===== config.mk =====
export PLATFORM = sky130hd
export DESIGN_NAME = eeprom_reader_flat
export DESIGN_NICKNAME = d
export VERILOG_FILES = /design/src/rtl/eeprom_pkg.sv /design/src/rtl/eeprom_reader_if.sv /design/src/rtl/eeprom_wait_timer.sv /design/src/rtl/eeprom_reader.sv /design/src/flat_wrapper.sv
export SDC_FILE = /design/constraint.sdc
export NUM_CORES = 1
export LEC_CHECK = 0
export CAP_MARGIN = 20
export CORE_MARGIN = 1.5
export CORE_UTILIZATION = 30
export DETAILED_ROUTE_END_ITERATION = 10
export SETUP_SLACK_MARGIN = 0.05
export SYNTH_ARGS = -nofsm -noshare
export SYNTH_HDL_FRONTEND = slang
export SYNTH_SLANG_ARGS = --single-unit

===== constraint.sdc =====
create_clock -name clk -period 1.85 [get_ports clk]
set_input_delay 0.185 -clock clk [delete_from_list [all_inputs] [get_ports clk]]
set_output_delay 0.185 -clock clk [all_outputs]
set_load 0.02 [all_outputs]

===== src/rtl/eeprom_pkg.sv =====
// eeprom_pkg: definitions shared by the EEPROM reader and programmer.
//   EE_ADDR_W / EE_DATA_W : default pin-bus widths for the 8K x 8 part
//   EEPROM_DEPTH          : number of bytes in the array
//   TIMER_W               : width of the access/recovery wait counter
//   eeprom_rd_state_t     : reader FSM states
package eeprom_pkg;

    localparam int unsigned EE_ADDR_W    = 13;
    localparam int unsigned EE_DATA_W    = 8;
    localparam int unsigned EEPROM_DEPTH = 8192;
    localparam int unsigned TIMER_W      = 8;

    typedef enum logic [2:0] {
        StIdle,
        StAccess,
        StPresent,
        StRecover,
        StDone
    } eeprom_rd_state_t;

endpackage


===== src/rtl/eeprom_reader_if.sv =====
// eeprom_reader_if: command, EEPROM pin and byte-stream signals of the reader.
//   command : start, start_addr, length -> busy, done, checksum
//   pins    : ee_addr, ee_ce_n, ee_oe_n, ee_we_n out; ee_data in
//   stream  : rd_data, rd_addr, rd_valid out; rd_ready in
// The slave modport is the reader's view; master is the controller/EEPROM side.
interface eeprom_reader_if
    import eeprom_pkg::*;
#(
    parameter int unsigned ADDR_W = EE_ADDR_W,
    parameter int unsigned DATA_W = EE_DATA_W
) ();

    logic              start;
    logic [ADDR_W-1:0] start_addr;
    logic [ADDR_W:0]   length;
    logic              busy;
    logic              done;
    logic [DATA_W-1:0] checksum;

    logic [ADDR_W-1:0] ee_addr;
    logic [DATA_W-1:0] ee_data;
    logic              ee_ce_n;
    logic              ee_oe_n;
    logic              ee_we_n;

    logic [DATA_W-1:0] rd_data;
    logic [ADDR_W-1:0] rd_addr;
    logic              rd_valid;
    logic              rd_ready;

    modport slave (
        input  start, start_addr, length, ee_data, rd_ready,
        output busy, done, checksum, ee_addr, ee_ce_n, ee_oe_n, ee_we_n,
               rd_data, rd_addr, rd_valid
    );

    modport master (
        output start, start_addr, length, ee_data, rd_ready,
        input  busy, done, checksum, ee_addr, ee_ce_n, ee_oe_n, ee_we_n,
               rd_data, rd_addr, rd_valid
    );

endinterface


===== src/rtl/eeprom_wait_timer.sv =====
// eeprom_wait_timer: loadable down-counter that stops at zero.
//   clk, reset : clock, synchronous active-low reset
//   load_i     : load load_val_i this edge (wins over counting)
//   load_val_i : value to load
//   tc_o       : terminal count, high while the counter is zero
// Loading N-1 makes tc_o rise after N-1 edges, so a state that exits on tc_o
// lasts exactly N cycles counting the loading edge.
module eeprom_wait_timer
    import eeprom_pkg::*;
#(
    parameter int unsigned WIDTH = TIMER_W
) (
    input  logic             clk,
    input  logic             reset,
    input  logic             load_i,
    input  logic [WIDTH-1:0] load_val_i,
    output logic             tc_o
);

    logic [WIDTH-1:0] count_q, count_d;

    always_comb begin
        count_d = count_q;
        if (load_i) begin
            count_d = load_val_i;
        end else if (count_q != '0) begin
            count_d = count_q - 1'b1;
        end
    end

    always_ff @(posedge clk) begin
        if (!reset) begin
            count_q <= '0;
        end else begin
            count_q <= count_d;
        end
    end

    assign tc_o = (count_q == '0);

endmodule


===== src/rtl/eeprom_reader.sv =====
// eeprom_reader: walks an address range of the parallel EEPROM and streams
// each byte out on a valid/ready handshake with a running 8-bit checksum.
//   clk, reset : clock, synchronous active-low reset
//   bus        : eeprom_reader_if.slave (command, EEPROM pins, byte stream)
// ACCESS_CYCLES: cycles with OE low before ee_data is sampled (>= 1).
// RECOVERY_CYCLES: cycles with OE high between reads (>= 1).
module eeprom_reader
    import eeprom_pkg::*;
#(
    parameter int unsigned ADDR_W          = EE_ADDR_W,
    parameter int unsigned DATA_W          = EE_DATA_W,
    parameter int unsigned ACCESS_CYCLES   = 8,
    parameter int unsigned RECOVERY_CYCLES = 2
) (
    input logic             clk,
    input logic             reset,
    eeprom_reader_if.slave  bus
);

    localparam logic [TIMER_W-1:0] AccLoad = TIMER_W'(ACCESS_CYCLES - 1);
    localparam logic [TIMER_W-1:0] RecLoad = TIMER_W'(RECOVERY_CYCLES - 1);

    eeprom_rd_state_t  state_q, state_d;
    logic [ADDR_W-1:0] addr_q, addr_d;
    logic [ADDR_W:0]   remain_q, remain_d;
    logic [DATA_W-1:0] checksum_q, checksum_d;
    logic [DATA_W-1:0] rd_data_q, rd_data_d;
    logic [ADDR_W-1:0] rd_addr_q, rd_addr_d;
    logic              rd_valid_q, rd_valid_d;
    logic              ce_n_q, ce_n_d;
    logic              oe_n_q, oe_n_d;

    logic               timer_load;
    logic [TIMER_W-1:0] timer_val;
    logic               timer_tc;

    eeprom_wait_timer #(
        .WIDTH (TIMER_W)
    ) u_wait_timer (
        .clk        (clk),
        .reset      (reset),
        .load_i     (timer_load),
        .load_val_i (timer_val),
        .tc_o       (timer_tc)
    );

    always_comb begin
        state_d    = state_q;
        addr_d     = addr_q;
        remain_d   = remain_q;
        checksum_d = checksum_q;
        rd_data_d  = rd_data_q;
        rd_addr_d  = rd_addr_q;
        rd_valid_d = rd_valid_q;
        ce_n_d     = ce_n_q;
        oe_n_d     = oe_n_q;
        timer_load = 1'b0;
        timer_val  = AccLoad;

        unique case (state_q)
            StIdle: begin
                if (bus.start) begin
                    checksum_d = '0;
                    if (bus.length != '0) begin
                        addr_d     = bus.start_addr;
                        remain_d   = bus.length;
                        ce_n_d     = 1'b0;
                        oe_n_d     = 1'b0;
                        timer_load = 1'b1;
                        timer_val  = AccLoad;
                        state_d    = StAccess;
                    end else begin
                        state_d = StDone;
                    end
                end
            end
            StAccess: begin
                if (timer_tc) begin
                    rd_data_d  = bus.ee_data;
                    rd_addr_d  = addr_q;
                    rd_valid_d = 1'b1;
                    oe_n_d     = 1'b1;
                    state_d    = StPresent;
                end
            end
            StPresent: begin
                if (rd_valid_q && bus.rd_ready) begin
                    rd_valid_d = 1'b0;
                    checksum_d = checksum_q + rd_data_q;
                    remain_d   = remain_q - 1'b1;
                    // Natural ADDR_W overflow gives the 8191 -> 0 wrap.
                    addr_d     = addr_q + 1'b1;
                    timer_load = 1'b1;
                    timer_val  = RecLoad;
                    state_d    = StRecover;
                end
            end
            StRecover: begin
                if (timer_tc) begin
                    if (remain_q != '0) begin
                        oe_n_d     = 1'b0;
                        timer_load = 1'b1;
                        timer_val  = AccLoad;
                        state_d    = StAccess;
                    end else begin
                        ce_n_d  = 1'b1;
                        state_d = StDone;
                    end
                end
            end
            StDone: begin
                state_d = StIdle;
            end
            default: begin
                state_d = StIdle;
            end
        endcase
    end

    always_ff @(posedge clk) begin
        if (!reset) begin
            state_q    <= StIdle;
            addr_q     <= '0;
            remain_q   <= '0;
            checksum_q <= '0;
            rd_data_q  <= '0;
            rd_addr_q  <= '0;
            rd_valid_q <= 1'b0;
            ce_n_q     <= 1'b1;
            oe_n_q     <= 1'b1;
        end else begin
            state_q    <= state_d;
            addr_q     <= addr_d;
            remain_q   <= remain_d;
            checksum_q <= checksum_d;
            rd_data_q  <= rd_data_d;
            rd_addr_q  <= rd_addr_d;
            rd_valid_q <= rd_valid_d;
            ce_n_q     <= ce_n_d;
            oe_n_q     <= oe_n_d;
        end
    end

    assign bus.busy     = (state_q == StAccess) || (state_q == StPresent) ||
                          (state_q == StRecover);
    assign bus.done     = (state_q == StDone);
    assign bus.checksum = checksum_q;
    assign bus.ee_addr  = addr_q;
    assign bus.ee_ce_n  = ce_n_q;
    assign bus.ee_oe_n  = oe_n_q;
    assign bus.ee_we_n  = 1'b1;
    assign bus.rd_data  = rd_data_q;
    assign bus.rd_addr  = rd_addr_q;
    assign bus.rd_valid = rd_valid_q;

endmodule


===== src/flat_wrapper.sv =====
// flat-port wrapper written by rule: the top's interface ports become plain ports
module eeprom_reader_flat import eeprom_pkg::*;
#(
    parameter int unsigned ADDR_W          = EE_ADDR_W,
    parameter int unsigned DATA_W          = EE_DATA_W,
    parameter int unsigned ACCESS_CYCLES   = 8,
    parameter int unsigned RECOVERY_CYCLES = 2
)
  (clk, reset, bus_start, bus_start_addr, bus_length, bus_ee_data, bus_rd_ready, bus_busy, bus_done, bus_checksum, bus_ee_addr, bus_ee_ce_n, bus_ee_oe_n, bus_ee_we_n, bus_rd_data, bus_rd_addr, bus_rd_valid);
  eeprom_reader_if #(.ADDR_W(ADDR_W), .DATA_W(DATA_W)) bus_i ();
  input logic clk;
  input logic reset;
  input wire logic [$bits(bus_i.start)-1:0] bus_start;
  input wire logic [$bits(bus_i.start_addr)-1:0] bus_start_addr;
  input wire logic [$bits(bus_i.length)-1:0] bus_length;
  input wire logic [$bits(bus_i.ee_data)-1:0] bus_ee_data;
  input wire logic [$bits(bus_i.rd_ready)-1:0] bus_rd_ready;
  output wire logic [$bits(bus_i.busy)-1:0] bus_busy;
  output wire logic [$bits(bus_i.done)-1:0] bus_done;
  output wire logic [$bits(bus_i.checksum)-1:0] bus_checksum;
  output wire logic [$bits(bus_i.ee_addr)-1:0] bus_ee_addr;
  output wire logic [$bits(bus_i.ee_ce_n)-1:0] bus_ee_ce_n;
  output wire logic [$bits(bus_i.ee_oe_n)-1:0] bus_ee_oe_n;
  output wire logic [$bits(bus_i.ee_we_n)-1:0] bus_ee_we_n;
  output wire logic [$bits(bus_i.rd_data)-1:0] bus_rd_data;
  output wire logic [$bits(bus_i.rd_addr)-1:0] bus_rd_addr;
  output wire logic [$bits(bus_i.rd_valid)-1:0] bus_rd_valid;
  assign bus_i.start = bus_start;
  assign bus_i.start_addr = bus_start_addr;
  assign bus_i.length = bus_length;
  assign bus_i.ee_data = bus_ee_data;
  assign bus_i.rd_ready = bus_rd_ready;
  assign bus_busy = bus_i.busy;
  assign bus_done = bus_i.done;
  assign bus_checksum = bus_i.checksum;
  assign bus_ee_addr = bus_i.ee_addr;
  assign bus_ee_ce_n = bus_i.ee_ce_n;
  assign bus_ee_oe_n = bus_i.ee_oe_n;
  assign bus_ee_we_n = bus_i.ee_we_n;
  assign bus_rd_data = bus_i.rd_data;
  assign bus_rd_addr = bus_i.rd_addr;
  assign bus_rd_valid = bus_i.rd_valid;
  eeprom_reader #(.ADDR_W(ADDR_W), .DATA_W(DATA_W), .ACCESS_CYCLES(ACCESS_CYCLES), .RECOVERY_CYCLES(RECOVERY_CYCLES)) u_core (.clk(clk), .reset(reset), .bus(bus_i));
endmodule

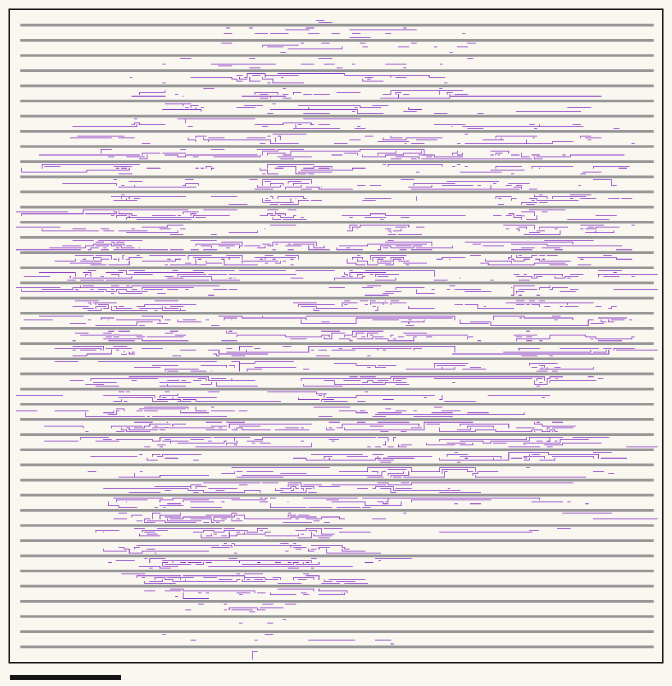
*Met1 routing, run 1*
The bar under the picture is 20 microns long. Supply wires on this layer in gray.
nets with wire on the layer	628
share of all routed wire	44%
longest straight run	31.7 microns
wire length on this layer	5480 microns
fraction of met1 tracks used by global routing: 23.3%
via count of the routed design: 4228

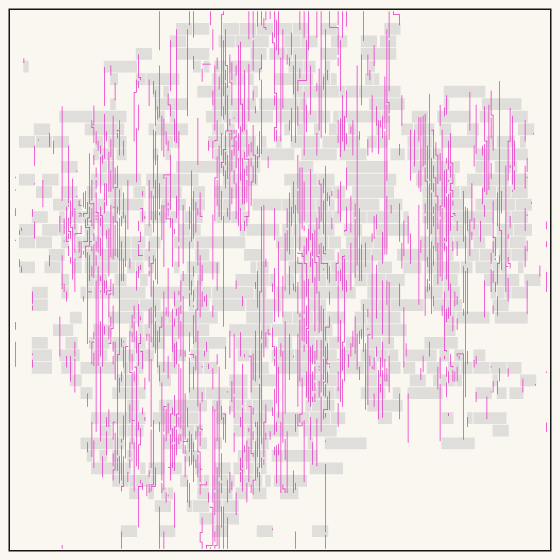
*M2 wires, run 1*
longest straight run	43.2 microns
main direction	vertical
share of all routed wire	48%
total routed wirelength: 12400 microns
grt met2 use: 29.7%

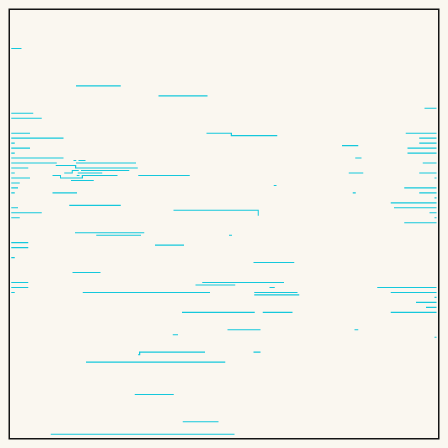
*The metal 3 layer, run 1*
wire length on this layer	767 microns
share of all routed wire	6.2%
grt met3 use: 3.91%

==> results.txt, run 1 <==
Notes on the physical design

The total overflow left after global routing is 0. In the final layout, the share of cells above drive strength 1 is 31.0%. In the layout the commonest cells are sky130_fd_sc_hd__clkdlybuf4s50_1 (80), sky130_fd_sc_hd__buf_4 (72), sky130_fd_sc_hd__nand2_1 (63). The starting utilization of the core area is 30.7%. The run finished, with violations left. The synthesized netlist handed to floorplanning was reported with a cell count of just under 500.

The sum of net half-perimeters after detailed placement is 8310 microns. The endpoint identified for the worst register-to-register timing path is u_core.u_wait_timer.count_q[1]. Yosys reports that the leading cell type by area covers 36.0% of the netlist area. Counting every net in the synthesized netlist gives approximately 550. The launch point of the critical path was reported as u_core.u_wait_timer.count_q[0]. The worst-case setup margin in the final layout is -0.0446 ns. The report lists the number of cells resized after CTS as 44.

The count of antenna-violating nets left after detailed routing is 0. The checks that failed: setup timing. The total power is 8.04 mW. The switching part of the total power is 37.2%.

The topmost layer with routed signal wires is met4. The final antenna diode tally reported by the flow is 0. Sequential cells were found to cover 36.0% of the synthesized design area.

The flip-flop and latch count after synthesis is 70. The multi-input combinational cells in the finished layout cover a total of 2620 sq um. The clock buffer instance count of the final layout is 9.

The via count of the first global-routing pass is 4068. The cell internal power dissipation is 5.05 mW. The final critical-path required period is ~1.9 ns. Per the timing report, the biggest fanout along the worst path comes to 5.

The number of tapcells is 172. The final count of negative-setup-slack endpoints is 22. Summing all multiplexer cells gives an area fraction of 0.771%. In the final run the clock tree shows a worst skew of 0.00722 ns. The power report attributes to the combinational group a share of 49.3%. In the finished design the tool counted flip-flops and latches totalling 70. The number of antenna violations at the first check in global routing is 0.
==> run 1: power groups by stage <==
stage               clock (mW)  sequential [mW]  combinational [mW]
global route              2.03             2.18                4.29
CTS                       1.97             2.11                3.55
detailed placement           0             2.12                3.37
global placement             0             2.11                3.31
finish                    1.93             2.14                3.97
floorplan                    0             2.23                1.86
==> run 1: sequential cells by signal (all words and copies together), names as in the netlist, 3 cells and up <==
signal and cells:
u_core.bus.checksum 8, u_core.bus.ee_addr 13, u_core.bus.rd_addr 13, u_core.bus.rd_data 8
u_core.remain_q 14, u_core.state_q 3, u_core.u_wait_timer.count_q 8
==> run 1: per-layer routing <==
metal	track usage, %	vias up
met1	23.3	2012
met2	29.7	129
met5	0	-
met3	3.91	21
met4	6.83	0
li1	-	2066
==> run 1 -> run 2 <==
--- a/config.mk
+++ b/config.mk
@@ -5,10 +5,10 @@
 export SDC_FILE = /design/constraint.sdc
 export NUM_CORES = 1
 export LEC_CHECK = 0
-export CAP_MARGIN = 20
 export CORE_MARGIN = 1.5
 export CORE_UTILIZATION = 30
 export DETAILED_ROUTE_END_ITERATION = 10
+export HOLD_SLACK_MARGIN = 0.06
 export SETUP_SLACK_MARGIN = 0.05
 export SYNTH_ARGS = -nofsm -noshare
 export SYNTH_HDL_FRONTEND = slang
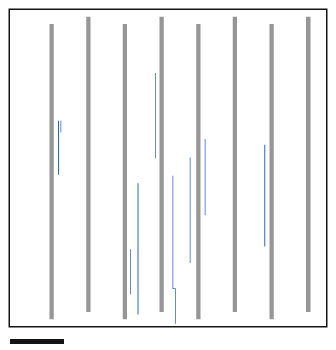
*The metal 4 layer, run 2*
The bar under the picture is 20 microns long. Supply wires on this layer in gray.
nets with wire on the layer	8
share of all routed wire	2.2%
wire length on this layer	279 microns

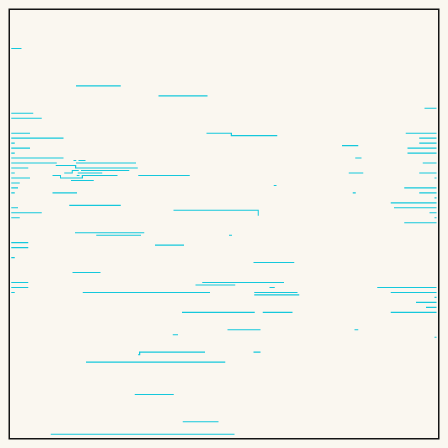
*The metal 3 layer, run 2*
wire length on this layer	767 microns
main direction	horizontal
share of all routed wire	6.2%
longest straight run	49.9 microns
nets with wire on the layer	78

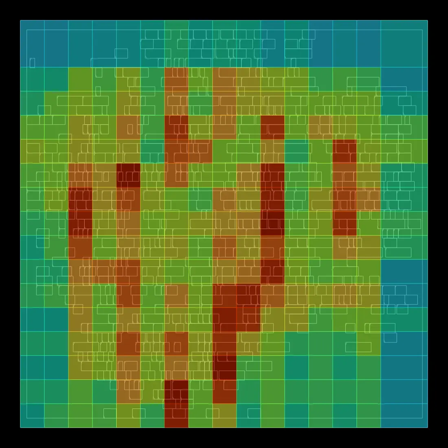
*Routing congestion, run 2*
Final Core Density: 49.5%
layer with the highest usage: met2
combined global-route utilization of all metal layers: 18.0%
detail-routed net length per standard cell: 15.2 microns

==> results.txt, run 2 <==
Notes on the physical design

Status: complete, but fails checks (unchanged). Violated checks: setup timing (unchanged). The largest power group is combinational cells (unchanged). The vias after detailed routing was 4228 (unchanged). The sum of routed wire length over all layers is 12400 microns (unchanged). The met3 routing resource usage after global routing came to 3.91% (unchanged). The sequential cell power came to 2.14 mW (about the same). The power in combinational cells is 3.97 mW (about the same). The area occupied by multi-input gates is 2620 sq um (unchanged). The terminus of the critical flop-to-flop path is u_core.u_wait_timer.count_q[1] (unchanged). The topmost layer with routed signal wires is met4 (unchanged).

The starting utilization of the core area was 30.7% (unchanged). The via count of the first global-routing pass is 4068 (unchanged). The number of flip-flops in the largest register is 14 (unchanged). The instance count of the mapped netlist is 495 (unchanged).

The overflow left after global routing was 0 (unchanged). The flip-flop and latch count after synthesis is 70 (unchanged). The routing usage on met1 is 23.3% (unchanged). The worst-case setup margin in the final layout was -0.0446 ns (unchanged). Most numerous logic cells after layout: sky130_fd_sc_hd__clkdlybuf4s50_1 (80), sky130_fd_sc_hd__buf_4 (72), sky130_fd_sc_hd__nand2_1 (63) (unchanged).

The cell internal power dissipation was 5.05 mW (unchanged). The final count of negative-setup-slack endpoints came to 22 (unchanged). The count of antenna-violating nets left after detailed routing was 0 (unchanged). The switching part of the total power is 37.2% (unchanged). The layout cell share with drive strength beyond 1 is 31.0% (unchanged). The sum of net half-perimeters after detailed placement is 8310 microns (unchanged). The area fraction in mux cells is 0.771% (unchanged). The diode insertion count for antenna repair is 0 (unchanged).

The launch point of the critical path is u_core.u_wait_timer.count_q[0] (unchanged).
run 2: cell counts in the layout (fill, tap and decap cells not counted):
No cell type changed its count.
run 2: layout make-up:
| type | instances | area share, % |
|---|---|---|
| clock buffers | 9 | 3.59 |
| clock inverters | 7 | 1.70 |
| inverters | 12 | 0.718 |
| multi-input cells | 380 | 41.8 |
| flip-flops and latches | 70 | 22.9 |
| well taps | 172 | 3.43 |
| repair buffers | 170 | 25.9 |
run 2: what timing repair did:
item / in CTS / in global routing
gates cloned: 0 / 2
hold buffers: 0 / 0
gates resized: 44 / 39
setup endpoints to repair: 25 / 56
endpoints found under the hold margin: 0 / 0
buffers inserted: 8 / 11
pin swaps: 25 / 14
### Met1 routing, run 2

The bar under the picture is 20 microns long. Supply wires on this layer in gray.
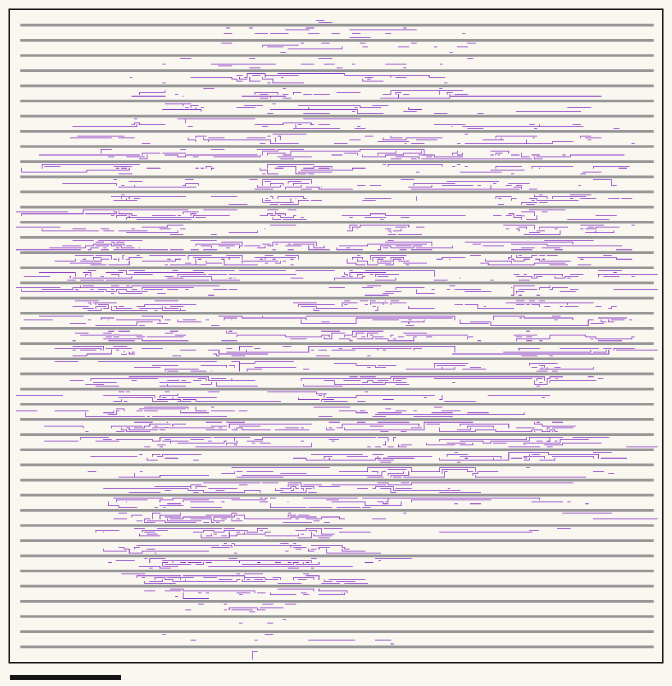

==> run 2 -> run 3 <==
==> constraint.sdc (replaced) <==
create_clock -name clk -period 2.44 [get_ports clk]
set_input_delay 0.244 -clock clk [delete_from_list [all_inputs] [get_ports clk]]
set_output_delay 0.244 -clock clk [all_outputs]
set_load 0.02 [all_outputs]
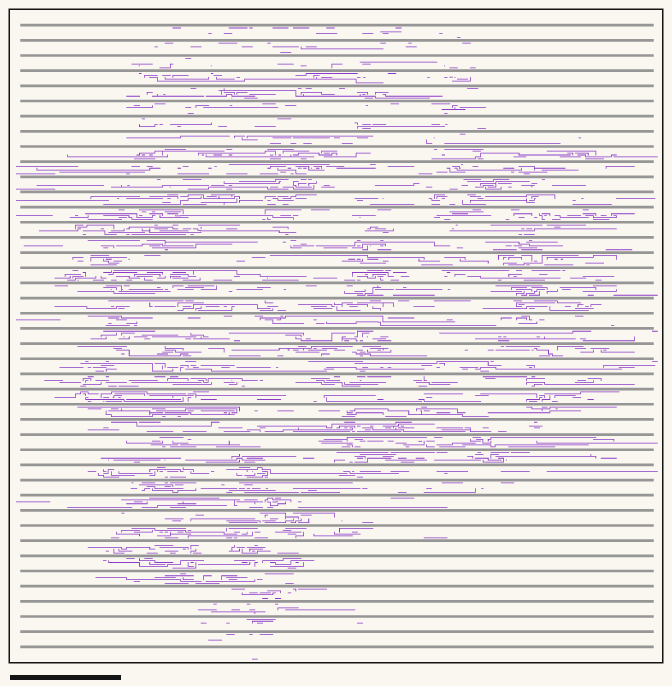
*Met1 routing, run 3*
The bar under the picture is 20 microns long. Supply wires on this layer in gray.
main direction	horizontal
wire length on this layer	4960 microns
share of all routed wire	45%
nets with wire on the layer	565

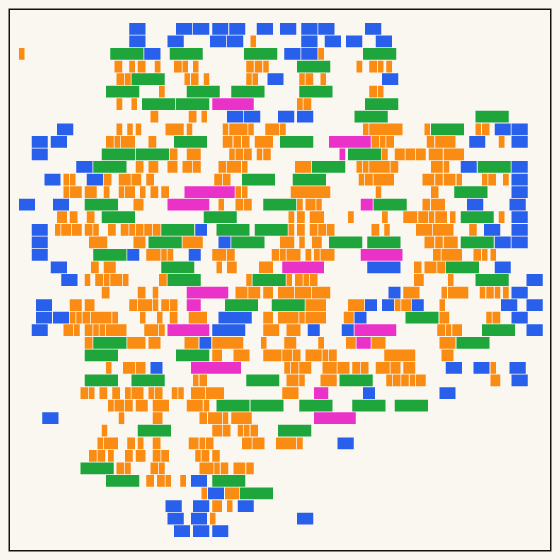
*Placement by cell class, run 3*
class	color	cells	share of their area
flip-flops	green	70	28%
other buffers and delay cells	blue	102	20%
clock drivers and dummy loads	magenta	16	6.4%
all other logic	orange	392	46%
core outline area: 12700 sq um
fraction of area in registers: 26.7%

==> results.txt, run 3 <==
Notes on the physical design

The launch point of the critical path was u_core.u_wait_timer.count_q[0] (unchanged). The flip-flop and latch count after synthesis was 70 (unchanged). The final count of negative-setup-slack endpoints is 0 (was 22).

Most numerous logic cells after layout: sky130_fd_sc_hd__clkdlybuf4s50_1 (85), sky130_fd_sc_hd__nand2_1 (75), sky130_fd_sc_hd__dfxtp_1 (70) (was sky130_fd_sc_hd__clkdlybuf4s50_1 (80), sky130_fd_sc_hd__buf_4 (72), sky130_fd_sc_hd__nand2_1 (63)). The area occupied by multi-input gates is 2260 sq um (was 2620 sq um). The largest power group is combinational cells (unchanged). The number of flip-flops in the largest register was 14 (unchanged). The starting utilization of the core area is 30.7% (unchanged). The average wire per cell in the routed design is 14.5 microns (was 15.2 microns). The type of the most critical hold path is flop to flop (was primary input to flop). The vias after detailed routing is 3900 (was 4228). The post-cts gate resize count is 0 (was 44). The final critical-path required period was 2.12 ns (was 1.89 ns). The total power was 5.11 mW (was 8.04 mW). The cell internal power dissipation was 3.21 mW (was 5.05 mW).

The worst-case setup margin in the final layout is 0.315 ns (was -0.0446 ns). The hold buffer count at cts is 0 (unchanged). The sequential-to-total area share from yosys stat was 36.0% (unchanged). The layout cell share with drive strength beyond 1 is 10.0% (was 31.0%).

The overflow left after global routing came to 0 (unchanged). The sequential cell power is 1.62 mW (was 2.14 mW). The count of antenna-violating nets left after detailed routing is 0 (unchanged).

The combinational share of power is 40.6% (was 49.3%). The number of antenna violations at the first check in global routing is 0 (unchanged). The diode insertion count for antenna repair came to 0 (unchanged).

The register containing the most flip-flops in the final layout is u_core.remain_q (unchanged). The sum of routed wire length over all layers was 10900 microns (was 12400 microns). Status: complete, no violations (was complete, but fails checks). The dominant cell by count in the synthesized netlist is sky130_fd_sc_hd__nand2_1 (unchanged). The area fraction of the dominant cell type after synthesis is 36.0% (unchanged). The instance count of the mapped netlist is 495 (unchanged). The via count of the first global-routing pass came to 3596 (was 4068). The wire length on met1 is 4960 microns (was 5480 microns).

The biggest fanout along the worst timing path was 6 (was 5). The number of library cell types mapped by synthesis came to 74 (unchanged). The routing usage on met2 is 26.9% (was 29.7%). The number of I/O port buffers is 85 (unchanged).

The most congested layer reported by global routing is met2 (unchanged). The topmost layer with routed signal wires is met4 (unchanged).
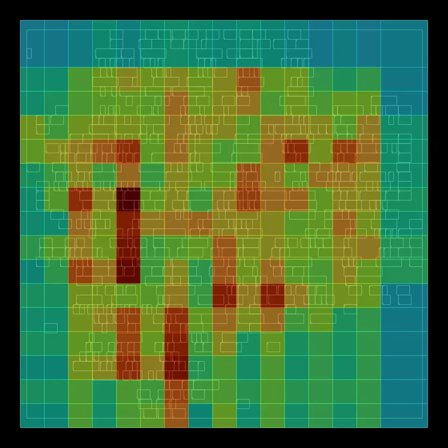
*Routing congestion, run 3*
grt met3 use: 3.40%
Final Core Density: 41.5%
fraction of met1 tracks used by global routing: 21.0%

run 3: cell counts after synthesis:
Identical to the previous run, type by type.
run 3: tightest hold or removal path: cells and delay by family, from the launching register on:
kind	cells	cell delay [ns]
AND/OR/NAND/NOR	1	0.05
flip-flops	1	0.31
AND-OR/OR-AND	1	0.05
run 3: layout make-up:
type / instances / share of cell area [%]
multi-input combinational: 380 / 42.9
sequential: 70 / 26.7
timing repair buffer: 102 / 19.3
clock buffer: 10 / 4.36
tap: 172 / 4.09
clock inverter: 6 / 1.79
inverter: 12 / 0.857
run 3: logic make-up after synthesis:
| group | count (synthesis) |
|---|---|
| compound gates | 143 |
| mux | 3 |
| simple gates | 214 |
| flops | 70 |
| fa+ha+maj | 13 |
| other cells | 1 |
| buf+inv | 45 |
| xor+xnor | 6 |
Power and IR drop assume default switching activity.
